### config.mk
export PLATFORM = sky130hd
export DESIGN_NAME = truth_table_sweeper
export DESIGN_NICKNAME = d
export VERILOG_FILES = /design/src/rtl/truth_table_sweeper.sv
export SDC_FILE = /design/constraint.sdc
export NUM_CORES = 1
export LEC_CHECK = 0
export CAP_MARGIN = 15
export CORE_ASPECT_RATIO = 0.5
export CORE_MARGIN = 2
export CORE_UTILIZATION = 47
export DETAILED_ROUTE_END_ITERATION = 8
export GPL_TIMING_DRIVEN = 0
export MAX_ROUTING_LAYER = met4
export PLACE_DENSITY = 0.79
export SYNTH_ARGS = -nofsm -noshare
export SYNTH_HDL_FRONTEND = slang
export SYNTH_SLANG_ARGS = --single-unit
### constraint.sdc
create_clock -name clk -period 4.6 [get_ports clk]
set_input_delay 0.69 -clock clk [delete_from_list [all_inputs] [get_ports clk]]
set_output_delay 0.69 -clock clk [all_outputs]
set_load 0.01 [all_outputs]
### src/rtl/truth_table_sweeper.sv
//-----------------------------------------------------------------------------
// truth_table_sweeper
//
// Exhaustive stimulus sequencer for a combinational N_IN-input / N_OUT-output
// block. On an accepted start it walks dut_in through 0 .. 2^N_IN-1. Each
// vector is held for SETTLE+1 cycles, and the response is captured in the last
// of those cycles into a packed truth table.
//
// Parameters:
//   N_IN    number of inputs of the block under test
//   N_OUT   number of outputs captured per vector
//   SETTLE  cycles dut_in is held before the capture cycle (>= 1)
//
// Ports:
//   clk        rising-edge clock
//   reset      synchronous, active-high reset
//   start      sweep request, sampled only while idle
//   dut_in     vector driven to the block under test (MSB = first input)
//   dut_out    response of the block under test
//   busy       high while settling or capturing
//   done       one-cycle pulse after the final capture
//   table_out  captured table; slice [i*N_OUT +: N_OUT] = response to vector i
//
// Optional feature (macro SWEEP_EXPECT_CHECK_EN):
//   expected_table  reference table, same layout as table_out
//   mismatch_cnt    number of vectors whose response differed
//   first_fail      lowest vector index that differed
//   pass            set once the sweep finishes, high when nothing differed
//-----------------------------------------------------------------------------
`timescale 1ns/1ps

module truth_table_sweeper #(
    parameter int unsigned N_IN   = 4,
    parameter int unsigned N_OUT  = 2,
    parameter int unsigned SETTLE = 1
) (
    input  logic                           clk,
    input  logic                           reset,
    input  logic                           start,
    output logic [N_IN-1:0]                dut_in,
    input  logic [N_OUT-1:0]               dut_out,
    output logic                           busy,
    output logic                           done,
    output logic [N_OUT*(1<<N_IN)-1:0]     table_out
`ifdef SWEEP_EXPECT_CHECK_EN
    ,
    input  logic [N_OUT*(1<<N_IN)-1:0]     expected_table,
    output logic [N_IN:0]                  mismatch_cnt,
    output logic [N_IN-1:0]                first_fail,
    output logic                           pass
`endif
);

    localparam int unsigned N_VEC = 1 << N_IN;
    localparam int unsigned IW    = N_IN + 1;
    localparam int unsigned CW    = (SETTLE > 1) ? $clog2(SETTLE) : 1;

    localparam logic [IW-1:0] LAST_IDX   = IW'(N_VEC - 1);
    localparam logic [CW-1:0] SETTLE_END = CW'(SETTLE - 1);

    typedef enum logic [1:0] {
        IDLE,
        SETTLE_ST,
        CAPTURE,
        DONE
    } state_t;

    state_t          state;
    state_t          state_nxt;
    logic [IW-1:0]   idx;
    logic [CW-1:0]   cnt;
    logic            busy_nxt;
    logic            done_nxt;
    logic            accept;

    assign accept = (state == IDLE) && start;

    // State register, plus busy/done registered from the next state so they
    // line up with the state they describe.
    always_ff @(posedge clk) begin
        if (reset) begin
            state <= IDLE;
            busy  <= 1'b0;
            done  <= 1'b0;
        end else begin
            state <= state_nxt;
            busy  <= busy_nxt;
            done  <= done_nxt;
        end
    end

    // Next-state logic
    always_comb begin
        state_nxt = state;
        unique case (state)
            IDLE:      if (start) state_nxt = SETTLE_ST;
            SETTLE_ST: if (cnt == SETTLE_END) state_nxt = CAPTURE;
            CAPTURE:   state_nxt = (idx == LAST_IDX) ? DONE : SETTLE_ST;
            DONE:      state_nxt = IDLE;
            default:   state_nxt = IDLE;
        endcase
    end

    // Output decode (from next state, registered above)
    always_comb begin
        busy_nxt = 1'b0;
        done_nxt = 1'b0;
        unique case (state_nxt)
            SETTLE_ST: busy_nxt = 1'b1;
            CAPTURE:   busy_nxt = 1'b1;
            DONE:      done_nxt = 1'b1;
            default: begin
                busy_nxt = 1'b0;
                done_nxt = 1'b0;
            end
        endcase
    end

    // Sweep datapath: vector index, settle counter, stimulus and table.
    always_ff @(posedge clk) begin
        if (reset) begin
            idx       <= '0;
            cnt       <= '0;
            dut_in    <= '0;
            table_out <= '0;
        end else begin
            unique case (state)
                IDLE: begin
                    if (accept) begin
                        idx       <= '0;
                        cnt       <= '0;
                        dut_in    <= '0;
                        table_out <= '0;
                    end
                end
                SETTLE_ST: begin
                    if (cnt != SETTLE_END) cnt <= cnt + 1'b1;
                end
                CAPTURE: begin
                    table_out[idx*N_OUT +: N_OUT] <= dut_out;
                    // idx is one bit wider than dut_in so the last-vector
                    // compare never aliases; dut_in stops at N_VEC-1.
                    if (idx != LAST_IDX) begin
                        idx    <= idx + 1'b1;
                        dut_in <= idx[N_IN-1:0] + 1'b1;
                        cnt    <= '0;
                    end
                end
                DONE: ;
                default: ;
            endcase
        end
    end

`ifdef SWEEP_EXPECT_CHECK_EN
    logic mismatch;

    assign mismatch = (state == CAPTURE) &&
                      (dut_out != expected_table[idx*N_OUT +: N_OUT]);

    always_ff @(posedge clk) begin
        if (reset || accept) begin
            mismatch_cnt <= '0;
            first_fail   <= '0;
            pass         <= 1'b0;
        end else begin
            if (mismatch) begin
                mismatch_cnt <= mismatch_cnt + 1'b1;
                if (mismatch_cnt == '0) first_fail <= idx[N_IN-1:0];
            end
            // Count is final by the time DONE is reached.
            if (state == DONE) pass <= (mismatch_cnt == '0);
        end
    end
`endif

endmodule

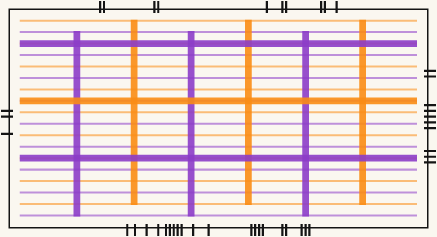
Run 1: PDN straps and rails
Pins as bars on the die edge.
net	color
VSS	purple
VDD	orange
signal pins	43
rows	17
met5 straps	3
maximum vdd drop: 0.000152 V
Core Footprint: 4360 sq um
height of the die: 51.5 um

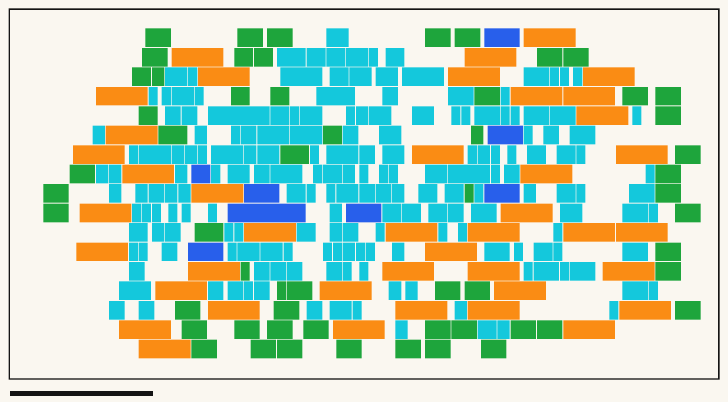
Run 1: placed cells, one color a class
Scale bar: 20 um.
class	color	cells
clock drivers and dummy loads	blue	8
other buffers and delay cells	green	57
all other logic	cyan	186
flip-flops	orange	41
cell row count: 17
final core occ: 62.6%

==> impl_metrics.toml, run 1 <==
# generated from flow reports
[routing]
wirelength_met1_um = 2320
ant_nets = 0
vias = 1988
top_layer = "met4"

[logic_synthesis]
syn_area_sq_um = 2120
ys_top_cells_by_count = "dfxtp_1 (41), nand2_1 (41), nor2_1 (19)"
netlist.top_cell.by_area = "dfxtp_1"
synthTopLogicFamily = "simple AND/OR/NAND/NOR gates"

[cells_and_area]
layout-drive-gt1-share_pct = 9.93
nonClockBufferCount = 57
comb_area_sq_um = 1160
nClkBuffers = 6
finalNonFillerCells = 349

[setup_path]
crit_path_max_incr_delay_ns = 0.57
cp.required_ns = 4.79

[final_timing]
fin_ws_ns = 1.58
worst_pin_slew_ns = 0.594
whs_ns = 0.465

[grt]
gr-usage-all-layers_pct = 22.1
grt_pass1_vias = 1798
antenna_found_initial = 0

[clocking]
cts_setup_buffers = 0
cts_tree = "yes"
clock-root-buffer = "clkbuf_8"
clk_pin_slew_ns = 0.08
ctsResizeCount = 0

[outcome]
status = "finished clean"

[power_and_ir_drop]
total_power_uw = 729
power_density_nw_per_um2 = 267

[place]
hpwl_um = 4030
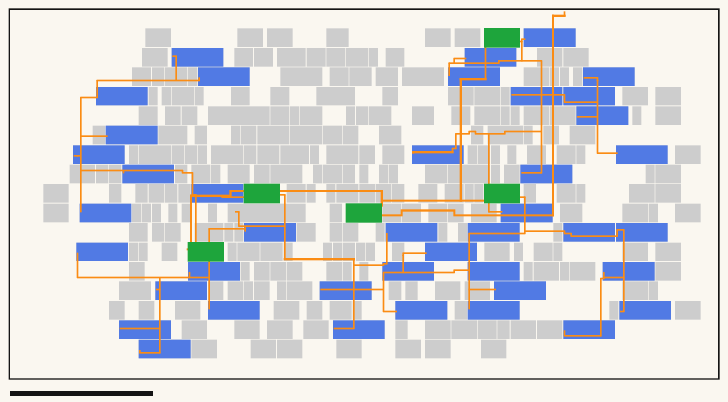
Run 1: routed clock nets over the placement
Scale bar: 20 um.
[cells driving clock nets] green | count: 5
[clock wires] orange | length: 549 um
[flip-flops] blue | count: 41
routed clock nets	6
clock share of power: 42.6%
worst skew pair latency: 0.30 ns
Clock group: 310 uW
Clock Skews: 0.00991 ns

-- run 1: where the power goes --
part | leakage (nW) | switching, mW | internal [mW]
clock | 0.0574 | 0.134 | 0.177
combinational | 0.589 | 0.0355 | 0.0224
sequential | 0.331 | 0.00288 | 0.358
-- run 1: path summary, 6_finish.rpt --
path	startpoint	to	slack, ns	cells after the start
worst max-delay path	dut_in[0]$_SDFFE_PP0P_	table_out[7]$_SDFFE_PP0P_	1.58	10
worst min-delay path	table_out[17]$_SDFFE_PP0P_	table_out[17]$_SDFFE_PP0P_	0.46	2
worst max register to register	dut_in[0]$_SDFFE_PP0P_	table_out[7]$_SDFFE_PP0P_	1.58	10
worst min register to register	table_out[17]$_SDFFE_PP0P_	table_out[17]$_SDFFE_PP0P_	0.46	2
==> run 2: changes to the inputs <==
- clock period: 4.6 -> 3.1 ns (I/O delays scaled with it)
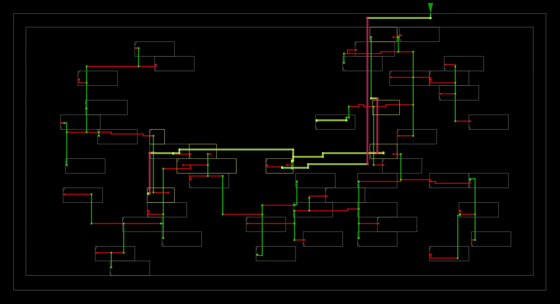
Run 2: clock wiring as the flow saved it
clkbuf count: 6
Clock group: 458 uW
flip-flops: 41

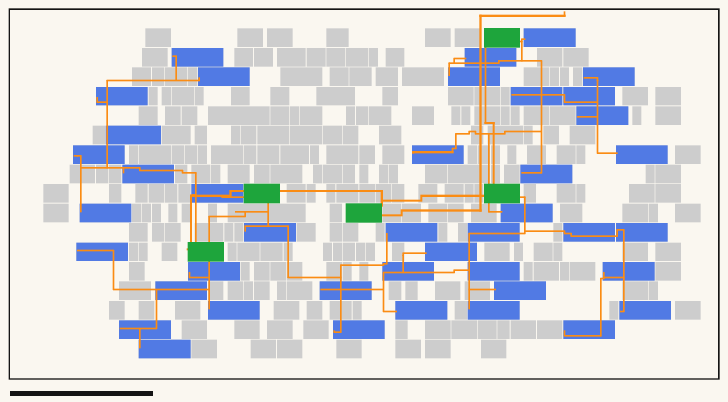
Run 2: routed clock nets over the placement
Scale bar: 20 um.
[clock wires] orange | length: 541 um
[flip-flops] blue | count: 41
[cells driving clock nets] green | count: 5
routed clock nets	6
flops lie	spread over the die
Clock Skews: 0.00835 ns
clock share of power: 42.4%

==> run 2 against run 1 <==
  * Setup slack worse by 1.4 ns
  * Non-clock buffer count did not move
  * Sequential power grew 49%
  * First-iteration DRC count fell by 0.93%
  * Global-route usage did not move
  * Sequential cell count unchanged
  * Synthesized cell count unchanged
  * Highest routed layer unchanged
  * Count of clock-buffer cells in the layout unchanged
==> impl_metrics.toml, run 2 <==
# generated from flow reports
[routing]
vias = 1988
ant_nets = 0
wirelength_met1_um = 2330
top_layer = "met4"

[power_and_ir_drop]
total_power_mw = 1.08
p_seq_uw = 535
switchingPower_uw = 254
intPower_uw = 826
vdd_ir_drop_max_v = 0.000225
seqPwrFrac_pct = 49.6
combPwrFrac_pct = 8.0
comb_cell_power_uw = 86.4
power_density_nw_per_um2 = 395

[setup_path]
crit_path_start = "dut_in[1]$_SDFFE_PP0P_"
cp.required_ns = 3.29
crit_path_max_incr_delay_ns = 0.43

[die]
dieHeight_um = 51.5
core_area_sq_um = 4360
num_rows = 17

[final_timing]
fin_ws_ns = 0.168
worst_pin_slew_ns = 0.606
whs_ns = 0.465

[cells_and_area]
layout-drive-gt1-share_pct = 10.3
finalNonFillerCells = 349
fin_util_pct = 62.7

[place]
hpwl_um = 4030

[logic_synthesis]
netlist.top_cell.by_area = "dfxtp_1"
synthTopLogicFamily = "simple AND/OR/NAND/NOR gates"
ys_top_cells_by_count = "dfxtp_1 (41), nand2_1 (41), nor2_1 (19)"

[clocking]
cts_setup_buffers = 0
clkLatencyLatePin_ns = 0.30
clock-root-buffer = "clkbuf_8"
cts_tree = "yes"
clk_pin_slew_ns = 0.08
ctsResizeCount = 0

[grt]
gr-usage-all-layers_pct = 22.1

[outcome]
status = "finished clean"
run 2: netlist changes by cell type in the layout (fill, tap and decap cells not counted):
cell,delta
dfxtp_1,-1
dfxtp_2,+1
run 2: final cells by class:
cell class / count / area, sq um
clock buffer: 6 / 82.6
buffer: 15 / 108
multi-input combinational: 179 / 1160
tap: 57 / 71.3
clock inverter: 2 / 37.5
inverter: 7 / 26.3
timing repair buffer: 42 / 420
fill: 359 / 1630
sequential: 41 / 822
run 2: path summary, 6_finish.rpt:
kind | slack (ns) | end | depth (start not counted)
hold / removal | 0.46 | table_out[17]$_SDFFE_PP0P_ | 2
setup reg to reg | 0.17 | table_out[7]$_SDFFE_PP0P_ | 11
setup / recovery | 0.17 | table_out[7]$_SDFFE_PP0P_ | 11
hold reg to reg | 0.46 | table_out[17]$_SDFFE_PP0P_ | 2
==> run 3: changes to the inputs <==
- clock period: 3.1 -> 3.2 ns (I/O delays scaled with it)
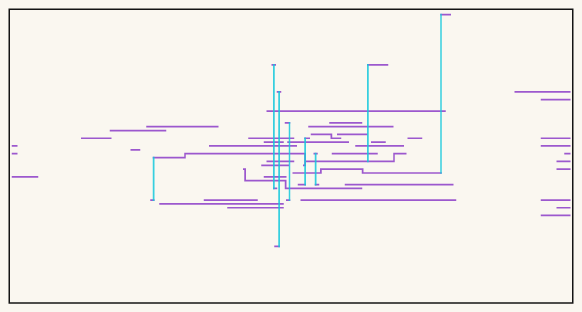
Run 3: wiring by layer
Only two layers are drawn.
layer	color	wire length
met3	purple	405 um
met4	cyan	129 um
wire per inst: 15.2 um
via count: 1988
DRT Wirelength: 5320 um
Tot GR Track Use: 22.1%

==> run 3 against run 2 <==
  * Via count did not move
  * Critical path depth down 1
  * Global-route usage unchanged
  * Largest cell class unchanged
==> impl_metrics.toml, run 3 <==
# generated from flow reports
[cells_and_area]
fin_util_pct = 62.6
nNonClkInverters = 7
comb_cells = 179
clk_share_pct = 4.40
antennaDiodeCount = 0
seq_area_share_pct = 30.1
largest_class = "logic gates"
layout-drive-gt1-share_pct = 9.93
flops = 41
final-seq-area_sq_um = 821
finalNonFillerCells = 349
nClkBuffers = 6
comb_area_sq_um = 1160
n_fill_cell = 359

[setup_path]
ff2ff_setup_slack_ns = 0.18
crit_path_max_incr_delay_ns = 0.57
crit_path_start = "dut_in[0]$_SDFFE_PP0P_"
r2r_cells = 10
path_depth = 10
crit_end = "table_out[7]$_SDFFE_PP0P_"
timing.rr.end = "table_out[7]$_SDFFE_PP0P_"

[final_timing]
clock-skew-final_ns = 0.00991
whs_ns = 0.465
fin_ws_ns = 0.178
worst_pin_slew_ns = 0.594

[outcome]
status = "finished clean"

[worst_hold_path]
holdPathEnd = "table_out[17]$_SDFFE_PP0P_"

[clocking]
ctsResizeCount = 0
cts_setup_buffers = 0
cts_tree = "yes"
clkLatencyLatePin_ns = 0.30
clk_pin_slew_ns = 0.08

[power_and_ir_drop]
combPwrFrac_pct = 7.9
switchingPower_uw = 247
intPower_uw = 800
seqPwrFrac_pct = 49.5
total_power_mw = 1.05

[logic_synthesis]
synthesis.nets = 252
netlist.top_cell.by_area = "dfxtp_1"

[die]
well_tap_count = 57
num_rows = 17

[routing]
ant_nets = 0
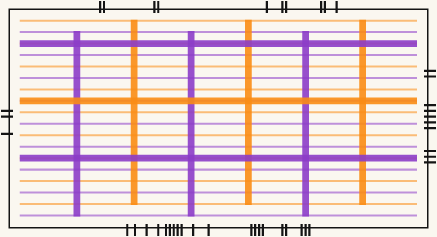
Run 3: PDN straps and rails
Pins as bars on the die edge.
net	color
VSS	purple
VDD	orange
met5 straps	3
rows	17
met1 rails	18
signal pins	43
met4 straps	6
Die Span X: 99.0 um
maximum vdd drop: 0.000218 V

## run 3: power by group through the flow
stage          Clock (mW)  Sequential, mW  Combinational, mW
4_1_cts             0.446           0.518             0.0822
6_report            0.446           0.518             0.0832
3_3_place_gp            0           0.530             0.0803
5_1_grt             0.465           0.519             0.0896
3_5_place_dp            0           0.530             0.0819
2_1_floorplan           0           0.531             0.0533
## run 3: cell families (layout without fill, tap and decap cells)
logic type / count (synthesis) / count (layout) / share of synthesized area (%)
and+or+nand+nor: 114 / 114 / 29.1
buffers and inverters: 22 / 72 / 6.32
DFF: 41 / 41 / 38.7
adders and majority gates: 5 / 5 / 2.95
AOI/OAI and AO/OA: 41 / 41 / 13.9
muxes: 14 / 14 / 6.61
xor gates and xnor gates: 5 / 5 / 2.42
Power figures rest on the tool's default switching activity, not on a simulated workload.
